**Logic cells by family**

Drawn at 6 px/um.
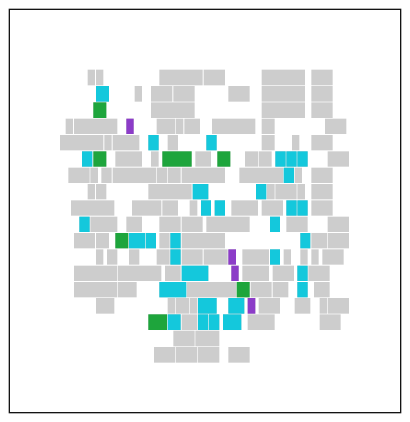
**Placed cells, one color a class**

Drawn at 6 px/um. Fill, decap, tap and diode cells in gray.
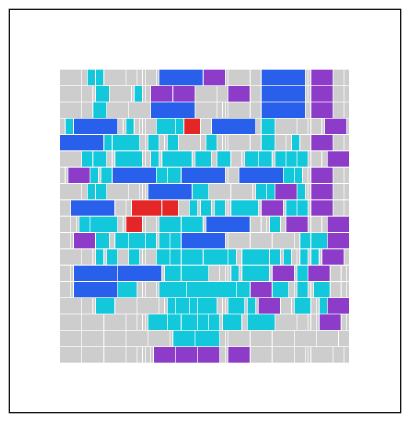
**Track usage over the die**

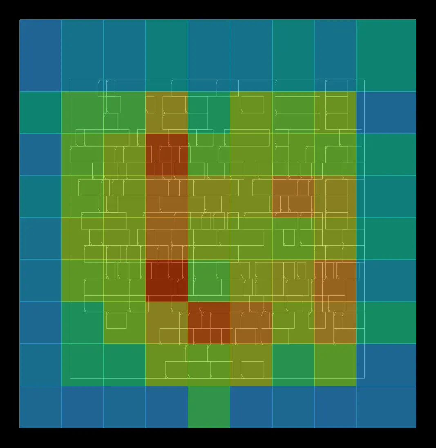
<file path="config.mk">
export PLATFORM = sky130hd
export DESIGN_NAME = switch_control_vc_mux
export DESIGN_NICKNAME = d
export VERILOG_FILES = /design/src/rtl/switch_control_vc_mux.sv
export SDC_FILE = /design/constraint.sdc
export NUM_CORES = 1
export LEC_CHECK = 0
export CAP_MARGIN = 10
export CORE_AREA = 8 8 57 59
export DETAILED_ROUTE_END_ITERATION = 8
export DIE_AREA = 0 0 65 67
export PLACE_DENSITY = 0.79
export SLEW_MARGIN = 5
export SYNTH_ARGS = -nofsm -noshare
export SYNTH_HDL_FRONTEND = slang
export SYNTH_SLANG_ARGS = --single-unit
</file>
<file path="constraint.sdc">
create_clock -name clk -period 6.95 [get_ports clk]
set_clock_uncertainty 0.2 [all_clocks]
set_input_delay 1.39 -clock clk [delete_from_list [all_inputs] [get_ports clk]]
set_output_delay 1.39 -clock clk [all_outputs]
set_load 0.05 [all_outputs]
</file>
<file path="src/rtl/switch_control_vc_mux.sv">
`default_nettype none
//==============================================================================
// Module   : switch_control_vc_mux
// Purpose  : Return-path VC plane multiplexer for switch control. Picks one
//            requesting VC plane at a time (round-robin), drives the shared
//            VCPlaneSelector, and forwards that plane's route-reservation
//            status to the single HFB-facing status bus. A plane holds the
//            selector for at most MAX_DWELL cycles, and every plane switch
//            passes through one idle guard cycle.
// Ports    :
//   clk                  in   clock, rising edge
//   rst                  in   synchronous active-high reset
//   vcRequest            in   [VC]        per-plane pending switch work
//   planeDone            in   1           current plane's transaction done
//   routeReserveStatusVC in   [VC*INPUTS] per-plane status, plane v at v*INPUTS
//   VCPlaneSelector      out  [VC+1]      active plane, VC = none selected
//   routeReserveStatus   out  [INPUTS]    registered status of active plane
//   planeActive          out  1           high while a plane is active
//   dwellTimeout         out  1           pulse when a plane is evicted
// Revision : 1.0 - initial release
//==============================================================================
module switch_control_vc_mux #(
    parameter int VC        = 4,
    parameter int INPUTS    = 4,
    parameter int MAX_DWELL = 16
) (
    input  logic                   clk,
    input  logic                   rst,
    input  logic [VC-1:0]          vcRequest,
    input  logic                   planeDone,
    input  logic [VC*INPUTS-1:0]   routeReserveStatusVC,
    output logic [VC:0]            VCPlaneSelector,
    output logic [INPUTS-1:0]      routeReserveStatus,
    output logic                   planeActive,
    output logic                   dwellTimeout
);

    localparam int c_IDXW = (VC > 1) ? $clog2(VC) : 1;
    localparam int c_CNTW = $clog2(MAX_DWELL) + 1;

    localparam logic [1:0] c_ST_IDLE   = 2'd0;
    localparam logic [1:0] c_ST_ACTIVE = 2'd1;
    localparam logic [1:0] c_ST_GAP    = 2'd2;

    localparam logic [VC:0]        c_NO_PLANE   = (VC + 1)'(VC);
    localparam logic [c_IDXW-1:0]  c_LAST_RESET = c_IDXW'(VC - 1);
    localparam logic [c_CNTW-1:0]  c_DWELL_LAST = c_CNTW'(MAX_DWELL - 1);
    localparam logic [c_CNTW-1:0]  c_CNT_MAX    = '1;

    logic [1:0]         r_state;
    logic [VC:0]        r_selector;
    logic [INPUTS-1:0]  r_status;
    logic               r_planeActive;
    logic               r_dwellTimeout;
    logic [c_IDXW-1:0]  r_lastGrant;
    logic [c_CNTW-1:0]  r_dwellCnt;

    logic [1:0]         w_stateNext;
    logic [VC:0]        w_selNext;
    logic [INPUTS-1:0]  w_statusNext;
    logic               w_timeoutNext;
    logic [c_IDXW-1:0]  w_lastGrantNext;
    logic [c_CNTW-1:0]  w_cntNext;

    logic               w_anyReq;
    logic [c_IDXW-1:0]  w_winner;
    logic [c_IDXW-1:0]  w_candidate;
    logic [INPUTS-1:0]  w_selStatus;

    assign w_anyReq = |vcRequest;

    // Round-robin search starting just after the last grant. Offsets are
    // walked from farthest to nearest so the nearest requester overwrites
    // the others and wins. The wrap is a true modulo, so VC need not be a
    // power of two.
    always_comb begin
        w_winner    = '0;
        w_candidate = '0;
        for (int i = VC; i >= 1; i--) begin
            w_candidate = c_IDXW'((int'(r_lastGrant) + i) % VC);
            if (vcRequest[w_candidate]) begin
                w_winner = w_candidate;
            end
        end
    end

    // While ACTIVE, r_lastGrant always names the plane being served, so it
    // selects the status slice directly.
    always_comb begin
        w_selStatus = '0;
        for (int v = 0; v < VC; v++) begin
            if (r_lastGrant == c_IDXW'(v)) begin
                w_selStatus = routeReserveStatusVC[v*INPUTS +: INPUTS];
            end
        end
    end

    always_comb begin
        w_stateNext     = r_state;
        w_selNext       = r_selector;
        w_statusNext    = r_status;
        w_timeoutNext   = 1'b0;
        w_lastGrantNext = r_lastGrant;
        w_cntNext       = r_dwellCnt;

        case (r_state)
            // GAP arbitrates exactly like IDLE; it only differs in that it
            // is entered unconditionally for a single cycle after ACTIVE.
            c_ST_IDLE, c_ST_GAP: begin
                w_selNext    = c_NO_PLANE;
                w_statusNext = '0;
                if (w_anyReq) begin
                    w_stateNext     = c_ST_ACTIVE;
                    w_selNext       = {{(VC + 1 - c_IDXW){1'b0}}, w_winner};
                    w_lastGrantNext = w_winner;
                    w_cntNext       = '0;
                end else begin
                    w_stateNext = c_ST_IDLE;
                end
            end

            c_ST_ACTIVE: begin
                w_statusNext = w_selStatus;
                if (r_dwellCnt != c_CNT_MAX) begin
                    w_cntNext = r_dwellCnt + 1'b1;
                end
                // planeDone wins over a coincident dwell expiry, so no
                // timeout is flagged when the plane finished on its own.
                if (planeDone) begin
                    w_stateNext  = c_ST_GAP;
                    w_selNext    = c_NO_PLANE;
                    w_statusNext = '0;
                end else if (r_dwellCnt == c_DWELL_LAST) begin
                    w_stateNext   = c_ST_GAP;
                    w_selNext     = c_NO_PLANE;
                    w_statusNext  = '0;
                    w_timeoutNext = 1'b1;
                end
            end

            default: begin
                w_stateNext  = c_ST_IDLE;
                w_selNext    = c_NO_PLANE;
                w_statusNext = '0;
            end
        endcase
    end

    always_ff @(posedge clk) begin
        if (rst) begin
            r_state        <= c_ST_IDLE;
            r_selector     <= c_NO_PLANE;
            r_status       <= '0;
            r_planeActive  <= 1'b0;
            r_dwellTimeout <= 1'b0;
            r_lastGrant    <= c_LAST_RESET;
            r_dwellCnt     <= '0;
        end else begin
            r_state        <= w_stateNext;
            r_selector     <= w_selNext;
            r_status       <= w_statusNext;
            r_planeActive  <= (w_stateNext == c_ST_ACTIVE);
            r_dwellTimeout <= w_timeoutNext;
            r_lastGrant    <= w_lastGrantNext;
            r_dwellCnt     <= w_cntNext;
        end
    end

    assign VCPlaneSelector    = r_selector;
    assign routeReserveStatus = r_status;
    assign planeActive        = r_planeActive;
    assign dwellTimeout       = r_dwellTimeout;

endmodule
`default_nettype wire

</file>
==> summary.txt <==
Implementation results. Number of endpoints with negative hold slack in the final report landed at 0. After synthesis the netlist holds a flip-flop and latch count of 18. Design area landed at 1420 um2. Cell row count landed at 18. The commonest register cell is dfxtp_1. Final sum of negative setup slack landed at 0 ns. By area the synthesized netlist is led by dfxtp_1, ha_1, a21oi_1, nand2_1, nand3b_1. The global route stage reports its total congestion overflow as 0.

The tool flagged a number of max-cap violations equal to 0. Measured along the y axis, the die boundary spans 67 um. Cell count after synthesis landed at 127. Number of vias after detailed routing landed at 1009. Maximum number of buffers from clock root to sink landed at 2. OpenROAD emitted warnings numbering 30. Once the clock tree was built, the setup fixing pass inserted 0 buffers. Insertion delay of the later-clocked pin in the worst-skew pair landed at 0.29 ns. Setup repair after global routing left no endpoint under its margin. Die outline width landed at 65 um. In this run, the number of DRC markers left after iteration 0 of detailed routing was 33. The flow ran to the end, and the final reports show no timing, DRC or antenna violations. In this run, synthesis inferred 0 flip-flops with an integrated enable. The most critical hold endpoint after final layout shows a slack of 0.268 ns.

The average instance in the mapped netlist occupies 8.53 um2. Area fraction in and, or, nand and nor cells landed at 0.244. Via count normalized by instance count landed at 5.42. Counting distinct cell types in the post-synthesis netlist gives 41. For reference, the most critical setup path is categorized as in -> reg. Post-route worst setup slack landed at 3.91 ns.

Highest achievable clock rate landed at 329 MHz. STA classifies the critical path startpoint as an input port. Aoi/oai-family share of the synthesized area landed at 0.194. The number of global-route vias before repair was 960. Average wire per cell in the routed design landed at 13.8 um. The post-placement cell area is 1390 um2.

The congestion estimate from routability-driven global placement came to 0.829. Before antenna repair, the detailed router went through 4 iterations. During I/O placement, the number of pins put on the boundary was 34. Max-slew violation count landed at 0. In this run, CTS created clock tree buffers numbering 3.
Back to the opening pictures, 'logic cells by family':
- aoi and oai cells: cyan (cells 32; most used a21oi_1)
- inv cells: purple (cells 4; most used inv_1)
- and/or cells: green (cells 7)
non-filler cells, final: 186
Top cell excl fill/tap: clkdlybuf4s50_1
logic share of the area: 0.466

Back to the opening pictures, 'placed cells, one color a class':
- remaining logic cells: cyan (cells 103)
- remaining buffers and delay cells: purple (cells 31)
- registers: blue (cells 18)
- clock drivers and dummy loads: red (cells 4)
placeable core region: 2360 um2
utilization after layout: 0.601

Back to the opening pictures, 'track usage over the die':
routing usage on met2: 0.214
met3 demand-to-capacity share in global routing: 0.0369
global routing usage on met1: 0.126
All-Layer GR Usage: 0.118
most utilized layer in the global route result: met2

[power breakdown]
group	internal (mW)	total, mW	switching (mW)
logic	0.0537	0.117	0.0637
clock network	0.0319	0.0629	0.0310
registers	0.111	0.123	0.0117
[per-stage QoR]
stage,cells,total power [mW],utilization
3_3_place_gp,182,0.240,0.586
4_1_cts,186,0.305,0.601
5_1_grt,186,0.324,0.601
2_1_floorplan,128,0.212,-
6_report,186,0.303,0.601
3_5_place_dp,182,0.242,0.586
[final cells by class]
type,count,share of cell area
clock buffer,4,0.0255
inverter,4,0.0106
multi-input combinational,99,0.466
sequential,18,0.254
tap,30,0.0264
timing repair buffer,31,0.218
[worst max-delay path, stage by stage]
cell and delay (ns):
clkdlybuf4s50_1 0.62, mux2i_1 0.17, or3_1 0.35, a21oi_1 0.14, a2bb2oi_1 0.25, o31ai_1 0.09
[state kept, by name, indices dropped and copies added, names as in the netlist]
signal	flops
planeActive	1
routeReserveStatus	4
r_dwellCnt	5
VCPlaneSelector	3
dwellTimeout	1
r_state	2
r_lastGrant	2
[path summary, 6_finish.rpt]
path / startpoint / to / slack [ns] / cells past startpoint
hold reg to reg: VCPlaneSelector[2] / VCPlaneSelector[2] / 0.27 / 2
hold / removal: VCPlaneSelector[2] / VCPlaneSelector[2] / 0.27 / 2
setup / recovery: vcRequest[0] / VCPlaneSelector[1] / 3.91 / 6
setup reg to reg: r_lastGrant[0] / r_lastGrant[0] / 4.42 / 6
[metal layers]
layer	global-route usage	vias to the layer above	share of wire
met5	0	-	0
met4	0.0409	0	0.0055
met3	0.0369	2	0.067
li1	-	513	-
met1	0.126	459	0.45
met2	0.214	35	0.47
Power and IR drop assume default switching activity.
